run_1/power_grid.png
Bar = 50 um. Pins as bars on the die edge.
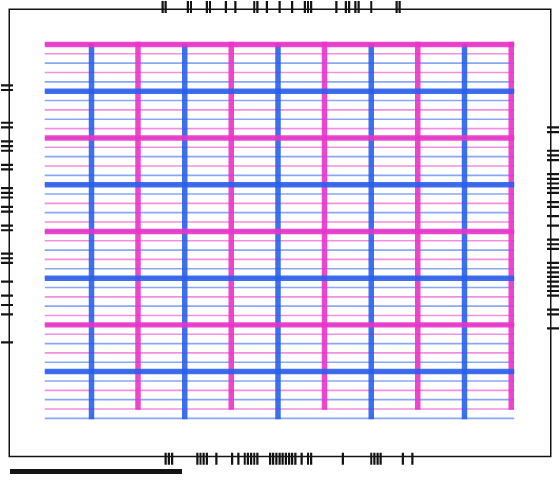
run_1/placement_by_type.png
Bar = 50 um.
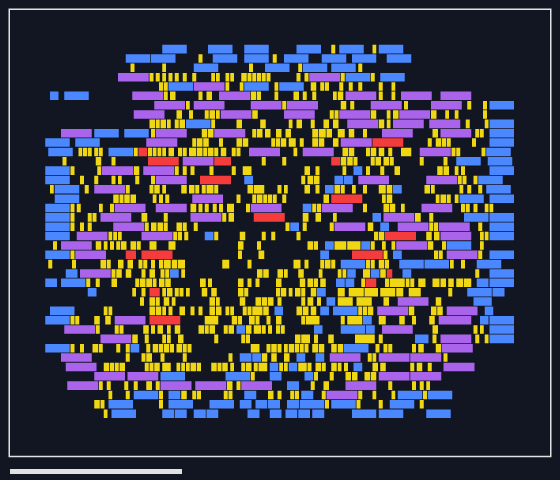
run_1/clk_routes.png
Bar = 50 um.
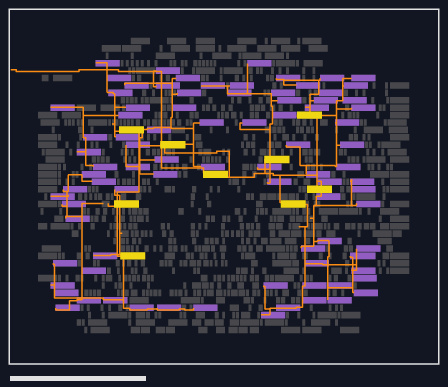
## src/rtl/psum_row_pack.sv

```systemverilog
// Collects psum words from the row convolver into row-wide banks and presents whole rows downstream.
// Define PSUM_ROW_PACK_DBUF_EN for two ping-pong banks; otherwise a single bank is used.
`ifndef DATA_WIDTH
`define DATA_WIDTH 8
`endif
`ifndef CHANNEL_DEPTH
`define CHANNEL_DEPTH 4
`endif
`ifndef LENPSUM
`define LENPSUM 4
`endif
`ifndef C_LOG_2
`define C_LOG_2(n) $clog2(n)
`endif

module psum_row_pack #(
    parameter int PSUM_WIDTH = `DATA_WIDTH*2 + `C_LOG_2(`CHANNEL_DEPTH) + 2,
    parameter int LENPSUM    = `LENPSUM
) (
    input  logic                            clk,
    input  logic                            rst_n,
    input  logic                            CNVPRW_Val,
    input  logic [PSUM_WIDTH-1:0]           CNVPRW_Psum,
    input  logic                            CNVPRW_FnhRow,
    output logic                            PRWCNV_Rdy,
    output logic                            PRWOUT_Val,
    input  logic                            OUTPRW_Rdy,
    output logic [PSUM_WIDTH*LENPSUM-1:0]   PRWOUT_Psum,
    output logic [$clog2(LENPSUM):0]        PRWOUT_Len
);

    localparam int AW = (LENPSUM > 1) ? $clog2(LENPSUM) : 1;
    localparam int LW = $clog2(LENPSUM) + 1;
    localparam int RW = PSUM_WIDTH * LENPSUM;
    localparam logic [AW-1:0] LAST = AW'(LENPSUM - 1);

    typedef enum logic {
        FREE = 1'b0,
        FULL = 1'b1
    } bank_st_e;

    // Two bank slots always exist; without double buffering the pointers stay at 0
    // and the second slot holds its reset value, so synthesis removes it.
    bank_st_e        st_q   [2];
    bank_st_e        st_d   [2];
    logic [RW-1:0]   mem_q  [2];
    logic [RW-1:0]   mem_d  [2];
    logic [LW-1:0]   len_q  [2];
    logic [LW-1:0]   len_d  [2];
    logic [AW-1:0]   addr_q, addr_d;
    logic            wptr_q, wptr_d;
    logic            rptr_q, rptr_d;
    logic            accept, close, xfer;

    assign PRWCNV_Rdy  = (st_q[wptr_q] == FREE);
    assign PRWOUT_Val  = (st_q[rptr_q] == FULL);
    assign PRWOUT_Psum = PRWOUT_Val ? mem_q[rptr_q] : '0;
    assign PRWOUT_Len  = len_q[rptr_q];

    assign accept = CNVPRW_Val && PRWCNV_Rdy;
    assign close  = accept && (CNVPRW_FnhRow || (addr_q == LAST));
    assign xfer   = PRWOUT_Val && OUTPRW_Rdy;

    always_comb begin
        st_d   = st_q;
        mem_d  = mem_q;
        len_d  = len_q;
        addr_d = addr_q;
        wptr_d = wptr_q;
        rptr_d = rptr_q;

        // A transfer needs a FULL bank and a write needs a FREE one, so both
        // can act in the same edge without ever touching the same bank.
        if (xfer) begin
            st_d[rptr_q]  = FREE;
            mem_d[rptr_q] = '0;
            len_d[rptr_q] = '0;
`ifdef PSUM_ROW_PACK_DBUF_EN
            rptr_d = ~rptr_q;
`else
            rptr_d = 1'b0;
`endif
        end

        if (accept) begin
            mem_d[wptr_q][PSUM_WIDTH*addr_q +: PSUM_WIDTH] = CNVPRW_Psum;
            addr_d = addr_q + AW'(1);
            if (close) begin
                st_d[wptr_q]  = FULL;
                len_d[wptr_q] = LW'(addr_q) + LW'(1);
                addr_d        = '0;
`ifdef PSUM_ROW_PACK_DBUF_EN
                wptr_d = ~wptr_q;
`else
                wptr_d = 1'b0;
`endif
            end
        end
    end

    always_ff @(posedge clk or negedge rst_n) begin
        if (!rst_n) begin
            for (int unsigned b = 0; b < 2; b++) begin
                st_q[b]  <= FREE;
                mem_q[b] <= '0;
                len_q[b] <= '0;
            end
            addr_q <= '0;
            wptr_q <= 1'b0;
            rptr_q <= 1'b0;
        end else begin
            for (int unsigned b = 0; b < 2; b++) begin
                st_q[b]  <= st_d[b];
                mem_q[b] <= mem_d[b];
                len_q[b] <= len_d[b];
            end
            addr_q <= addr_d;
            wptr_q <= wptr_d;
            rptr_q <= rptr_d;
        end
    end

endmodule

```

## config.mk

```make
export PLATFORM = sky130hd
export DESIGN_NAME = psum_row_pack
export DESIGN_NICKNAME = d
export VERILOG_FILES = /design/src/rtl/psum_row_pack.sv
export SDC_FILE = /design/constraint.sdc
export NUM_CORES = 1
export LEC_CHECK = 0
export ABC_AREA = 1
export CORE_ASPECT_RATIO = 0.8
export CORE_MARGIN = 10
export CORE_UTILIZATION = 36
export DETAILED_ROUTE_END_ITERATION = 6
export PLACE_DENSITY = 0.66
export SYNTH_ARGS = -nofsm -noshare
export SYNTH_HDL_FRONTEND = slang
export SYNTH_SLANG_ARGS = --single-unit
```

## constraint.sdc

```tcl
create_clock -name clk -period 2.3 [get_ports clk]
set_clock_uncertainty 0.2 [all_clocks]
set_input_delay 0.575 -clock clk [delete_from_list [all_inputs] [get_ports clk]]
set_output_delay 0.575 -clock clk [all_outputs]
set_load 0.05 [all_outputs]
```

==> impl_metrics.csv, run 1 <==
group,metric,value,unit
status,run_status,"completed",
drt,detailroute.wirelength.met2,8499,um
setup_path,critPathArrivalTime,1.39,ns
yosys,post_synth_instance_area,0.005415,mm2
finish,utilization,54.36,%
global_routing,met1_track_utilization_from_global_routing,28.88,%
finish,area_dominant_class,"combinational gates",
yosys,synth-edff-count,0,
sta,actual_transition_at_the_worst_max_transition_pin,0.4714,ns
finish,largest_register_ffs,80,
global_routing,grt_start_max_net_pins,87,
pwr,power.net_switching,3684,uW
finish,area.share.sequential,26.65,%
sta,post_route_worst_setup_slack,0.1368,ns
global_routing,antenna_found_initial,0,
yosys,avgSynthCellArea,6.596,um2
placement,hpwl,15110,um
pwr,clock_power_share,18.3,%
drt,postRouteAntennaNets,0,
sta,fmax,462.3,MHz
setup_path,critical_path_depth,4,
drt,routedLengthMet1,9263,um
clock_network,htreeDepth,3,
job,maxCapViolCount,0,
placement,placed_cells,1116,
pwr,power_density,959.1,mW/mm2
yosys,most_common_cell,"sky130_fd_sc_hd__nand2_1",
pwr,vdd_drop_max,0.4129,mV
finish,sequential_cell_total,86,
setup_path,path_class,"flop to primary output",
clock_network,postCtsSetupRepairBufs,0,
setup_path,critical_path_peak_fanout,34,
finish,final.clkbuf_count,10,
yosys,yosys-dominant-comb-family,"simple AND/OR/NAND/NOR gates",
yosys,dominantRegCellSynth,"sky130_fd_sc_hd__dfrtp_1",
clock_network,cts_tree,"built",
job,warning_count,31,
finish,biggestRegsByFlops,"mem_q x80, len_q x3, addr_q x2",
finish,final_common_cell,"sky130_fd_sc_hd__nand2_1",
finish,final-instance-count-excl-fill,1132,
yosys,xor_share,0,%
setup_path,setup.worst_path.start_class,"flop",
pwr,pwr.group.clock,1420,uW
setup_path,critPathCaptureType,"primary output",
pwr,comb_power_share,56.0,%
yosys,ys_top_cells_by_area,"sky130_fd_sc_hd__dfrtp_1 40%, sky130_fd_sc_hd__nand2_1 22%, sky130_fd_sc_hd__nand3_1 15%",
drt,route.met3.wl,1778,um
pwr,p_int,4066,uW
finish,layout-area-overhead-vs-synth,49.21,%
floorplanning,n_tap_cell,189,
drt,viasPerCell,5.094,
sta,setup_viol,0,
floorplanning,top_level_pins,110,
placement,detailedPlace.worstSlack,0.003312,ns
Back to the opening pictures, power_grid.png:
Key: blue = VSS; magenta = VDD
8 straps on met5. 10 straps on met4. The core has 40 rows. 41 met1 rails follow the rows.

Back to the opening pictures, placement_by_type.png:
Key: yellow = combinational and other logic [cells 685]; blue = other buffers and delay cells [cells 156]; red = clock drivers and dummy loads [cells 16]; purple = flops [cells 86]

Back to the opening pictures, clk_routes.png:
Key: purple = flip-flops [count 86]; orange = clock wires [length 1240 um]; yellow = clock drivers [count 9]
There are 10 routed clock nets.

==> run 2: changes to the inputs <==
CAP_MARGIN = 5   (was not set)
run_2/clk_routes.png
Bar = 50 um.
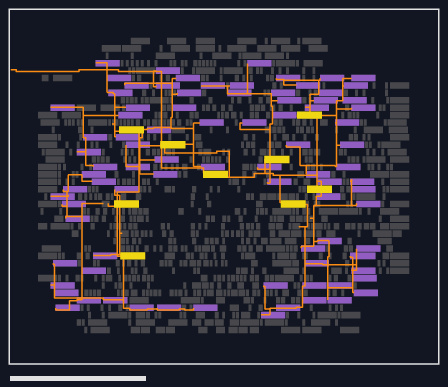
Key: purple = flip-flops [count 86]; orange = clock wires [length 1240 um]; yellow = clock drivers [count 9]
Position of the flops: all over the die. There are 10 routed clock nets.

run_2/placement.png
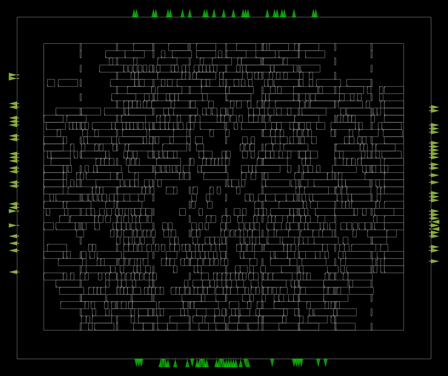
core region area: 0.01486 mm2
proportion of cell area occupied by registers: 26.65%
utilization of the core after routing: 54.36%
std cell rows: 40

==> impl_metrics.csv, run 2 <==
group,metric,value,unit
status,run_status,"completed",
setup_path,crit_family,"buffers and inverters",
clock_network,cts_tree,"built",
finish,final_common_cell,"sky130_fd_sc_hd__nand2_1",
global_routing,wire_length_of_the_first_global_routing_pass,31290,um
drt,drt_pass1_iterations,5,
yosys,avgSynthCellArea,6.596,um2
yosys,xor_share,0,%
drt,postRouteAntennaNets,0,
yosys,top_cells_by_count,"313 x sky130_fd_sc_hd__nand2_1, 157 x sky130_fd_sc_hd__nand3_1, 96 x sky130_fd_sc_hd__inv_1, 86 x sky130_fd_sc_hd__dfrtp_1, 36 x sky130_fd_sc_hd__o21ai_0",
drt,drc,0,
drt,detailroute.wirelength.met2,8499,um
pwr,power_density,959.1,mW/mm2
sta,fmax,462.3,MHz
global_routing,antenna_found_initial,0,
setup_path,critPathCaptureType,"primary output",
yosys,synth_sequential_area_ratio,39.74,%
clock_network,htreeDepth,3,
finish,sequential_cell_total,86,
placement,placed_cells,1116,
sta,post-route-period-util,94.05,%
yosys,post_synth_instance_area,0.005415,mm2
finish,layout-area-overhead-vs-synth,49.21,%
sta,timing_hold_violations_final,0,
floorplanning,die-area,0.02038,mm2
setup_path,path_class,"flop to primary output",
pwr,power,7750,uW
yosys,simple_gate_area_share,40.30,%
finish,final-nonclk-buf-share,29.28,%
yosys,synthesis.instances,821,
finish,biggestRegsByFlops,"mem_q x80, len_q x3, addr_q x2",
placement,post_dp_cell_area,0.007769,mm2
yosys,synth-edff-count,0,
setup_path,worstRegToRegCells,8,
setup_path,critPathArrivalTime,1.39,ns
pwr,p_int,4066,uW
floorplanning,n_tap_cell,189,
setup_path,reg2reg_to,"mem_q[88]",
pwr,power.net_switching,3684,uW
setup_path,setup.worst_path.start_class,"flop",
global_routing,met1_track_utilization_from_global_routing,28.88,%
clock_network,cts_max_path_buffers,2,
setup_path,reg2reg_setup_slack,0.15,ns
yosys,ys_top_cells_by_area,"sky130_fd_sc_hd__dfrtp_1 40%, sky130_fd_sc_hd__nand2_1 22%, sky130_fd_sc_hd__nand3_1 15%",
drt,detail_route.wl_per_cell,17.53,um
drt,route.met3.wl,1778,um
yosys,postSynthRegisterBits,86,
clock_network,cts_stage_hold_buffer_count,0,
placement,hpwl,15110,um
finish,drive_gt1_share,18.03,%
pwr,pwr.group.clock,1420,uW
setup_path,critical_path_depth,4,
sta,setup_viol,0,
clock_network,postCtsSetupRepairBufs,0,
clock_network,post_cts_resized,0,
floorplanning,chipWidth,157.1,um
placement,detailedPlace.worstSlack,0.003312,ns
finish,largest_register_ffs,80,
floorplanning,top_level_pins,110,
global_routing,grt_start_max_net_pins,87,
drt,routedLengthMet1,9263,um
yosys,dominantRegCellSynth,"sky130_fd_sc_hd__dfrtp_1",
finish,final.clkbuf_count,10,
pwr,comb_power_share,56.0,%
pwr,clock_power_share,18.3,%
setup_path,worst-path-buf-inv,3,
setup_path,required,1.52,ns
finish,final-instance-count-excl-fill,1132,
finish,area_dominant_class,"combinational gates",
sta,setup-tns-final,0,ns
setup_path,critical_path_peak_fanout,34,
floorplanning,die_h,129.7,um
pwr,power.combinational.total,4340,uW
sta,actual_transition_at_the_worst_max_transition_pin,0.4714,ns
yosys,top_area_share,39.74,%
job,maxCapViolCount,0,
drt,viasPerCell,5.094,
pwr,sw_frac_of_total,47.54,%
setup_path,setup.worst_path.start,"st_q[1]",
job,warning_count,31,
sta,post_route_worst_setup_slack,0.1368,ns
yosys,yosys-dominant-comb-family,"simple AND/OR/NAND/NOR gates",
pwr,vdd_drop_max,0.4129,mV
clock_network,clockRootBuffer,"sky130_fd_sc_hd__clkbuf_16",
yosys,most_common_cell,"sky130_fd_sc_hd__nand2_1",
run_2/placement_by_type.png
Bar = 50 um.
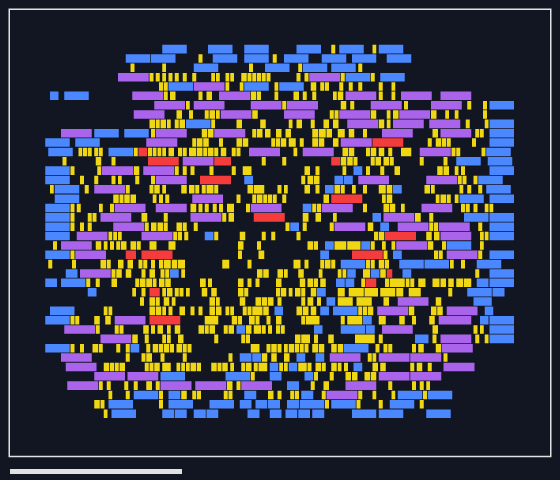
Key: red = clock drivers and dummy loads [cells 16]; purple = flops [cells 86]; blue = other buffers and delay cells [cells 156]; yellow = combinational and other logic [cells 685]
Design Area, Final: 0.008080 mm2

run_2/power_grid.png
Bar = 50 um. Pins as bars on the die edge.
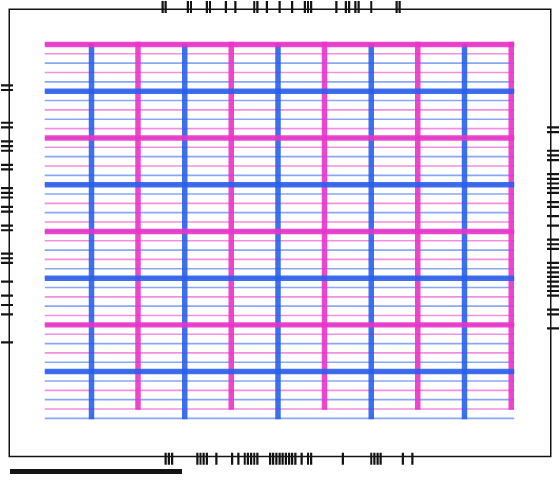

==> run 3: changes to the inputs <==
CELL_PAD_IN_SITES_DETAIL_PLACEMENT = 1   (was not set)
CELL_PAD_IN_SITES_GLOBAL_PLACEMENT = 2   (was not set)
CORE_UTILIZATION = 25   (was 36)
PLACE_DENSITY = 0.8   (was 0.66)
run_3/power_grid.png
Bar = 50 um. Pins as bars on the die edge.
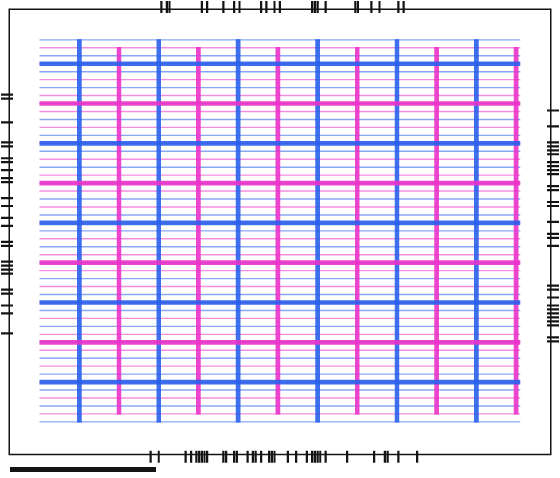
peak supply drop: 0.4821 mV
die boundary height: 151.6 um

run_3/clk_routes.png
Bar = 50 um.
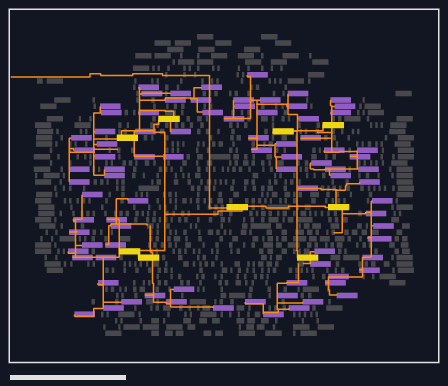
Key: purple = flip-flops [count 86]; orange = clock wires [length 1350 um]; yellow = clock drivers [count 9]
There are 10 routed clock nets.
power share of the clock group: 18.2%
clock network power: 1440 uW

run_3/placement.png
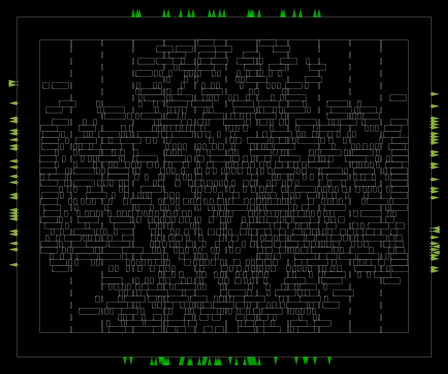
number of flip-flops and latches: 86
std cell rows: 48

==> impl_metrics.csv, run 3 <==
group,metric,value,unit
setup_path,reg2reg_setup_slack,0.06,ns
yosys,avgSynthCellArea,6.596,um2
yosys,postSynthRegisterBits,86,
yosys,ys_top_cells_by_area,"sky130_fd_sc_hd__dfrtp_1 40%, sky130_fd_sc_hd__nand2_1 22%, sky130_fd_sc_hd__nand3_1 15%",
pwr,comb_power_share,56.3,%
yosys,xor_share,0,%
sta,setup-tns-final,0,ns
clock_network,clockRootBuffer,"sky130_fd_sc_hd__clkbuf_16",
finish,stdcell_area,0.008265,mm2
drt,detail_route.wl_per_cell,18.91,um
placement,post_dp_cell_area,0.007849,mm2
floorplanning,n_tap_cell,275,
finish,utilization,38.55,%
yosys,dominantRegCellSynth,"sky130_fd_sc_hd__dfrtp_1",
finish,area.share.sequential,26.08,%
setup_path,critical_path_peak_fanout,20,
setup_path,crit_family,"flip-flops",
yosys,simple_gate_area_share,40.30,%
setup_path,setup.worst_path.start_class,"flop",
setup_path,reg2reg_to,"mem_q[149]",
setup_path,setup.worst_path.start,"st_q[1]",
setup_path,critical_path_depth,4,
yosys,post_synth_instance_area,0.005415,mm2
status,run_status,"completed",
finish,final-nonclk-buf-share,29.53,%
setup_path,critPathCaptureType,"primary output",
yosys,synthesis.instances,821,
drt,postRouteAntennaNets,0,
sta,actual_transition_at_the_worst_max_transition_pin,0.5034,ns
placement,detailedPlace.worstSlack,-0.06047,ns
clock_network,htreeDepth,3,
global_routing,met1_track_utilization_from_global_routing,22.13,%
clock_network,cts_tree,"built",
drt,drc,0,
setup_path,critPathArrivalTime,1.49,ns
clock_network,cts_max_path_buffers,2,
pwr,power_density,956.6,mW/mm2
yosys,most_common_cell,"sky130_fd_sc_hd__nand2_1",
clock_network,cts_stage_hold_buffer_count,0,
sta,timing_hold_violations_final,0,
global_routing,grt_start_max_net_pins,87,
finish,area_dominant_class,"combinational gates",
sta,post-route-period-util,98.44,%
pwr,power,7907,uW
drt,routedLengthMet1,11040,um
drt,detailroute.wirelength.met2,10280,um
yosys,synth-edff-count,0,
pwr,power.combinational.total,4450,uW
floorplanning,chipWidth,184.5,um

## Gallery

Routed metal, one color a layer.
Two of the layers only.
picture 1
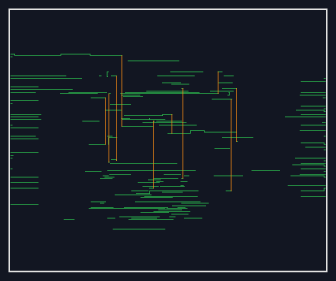
picture 2
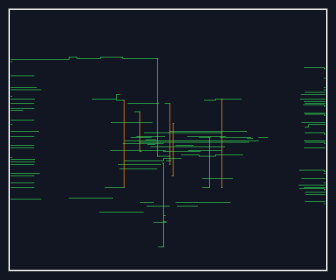
Of these, most wire: picture 2
picture 2 -> run 3
picture 1 -> run 2

Power figures rest on the tool's default switching activity, not on a simulated workload.
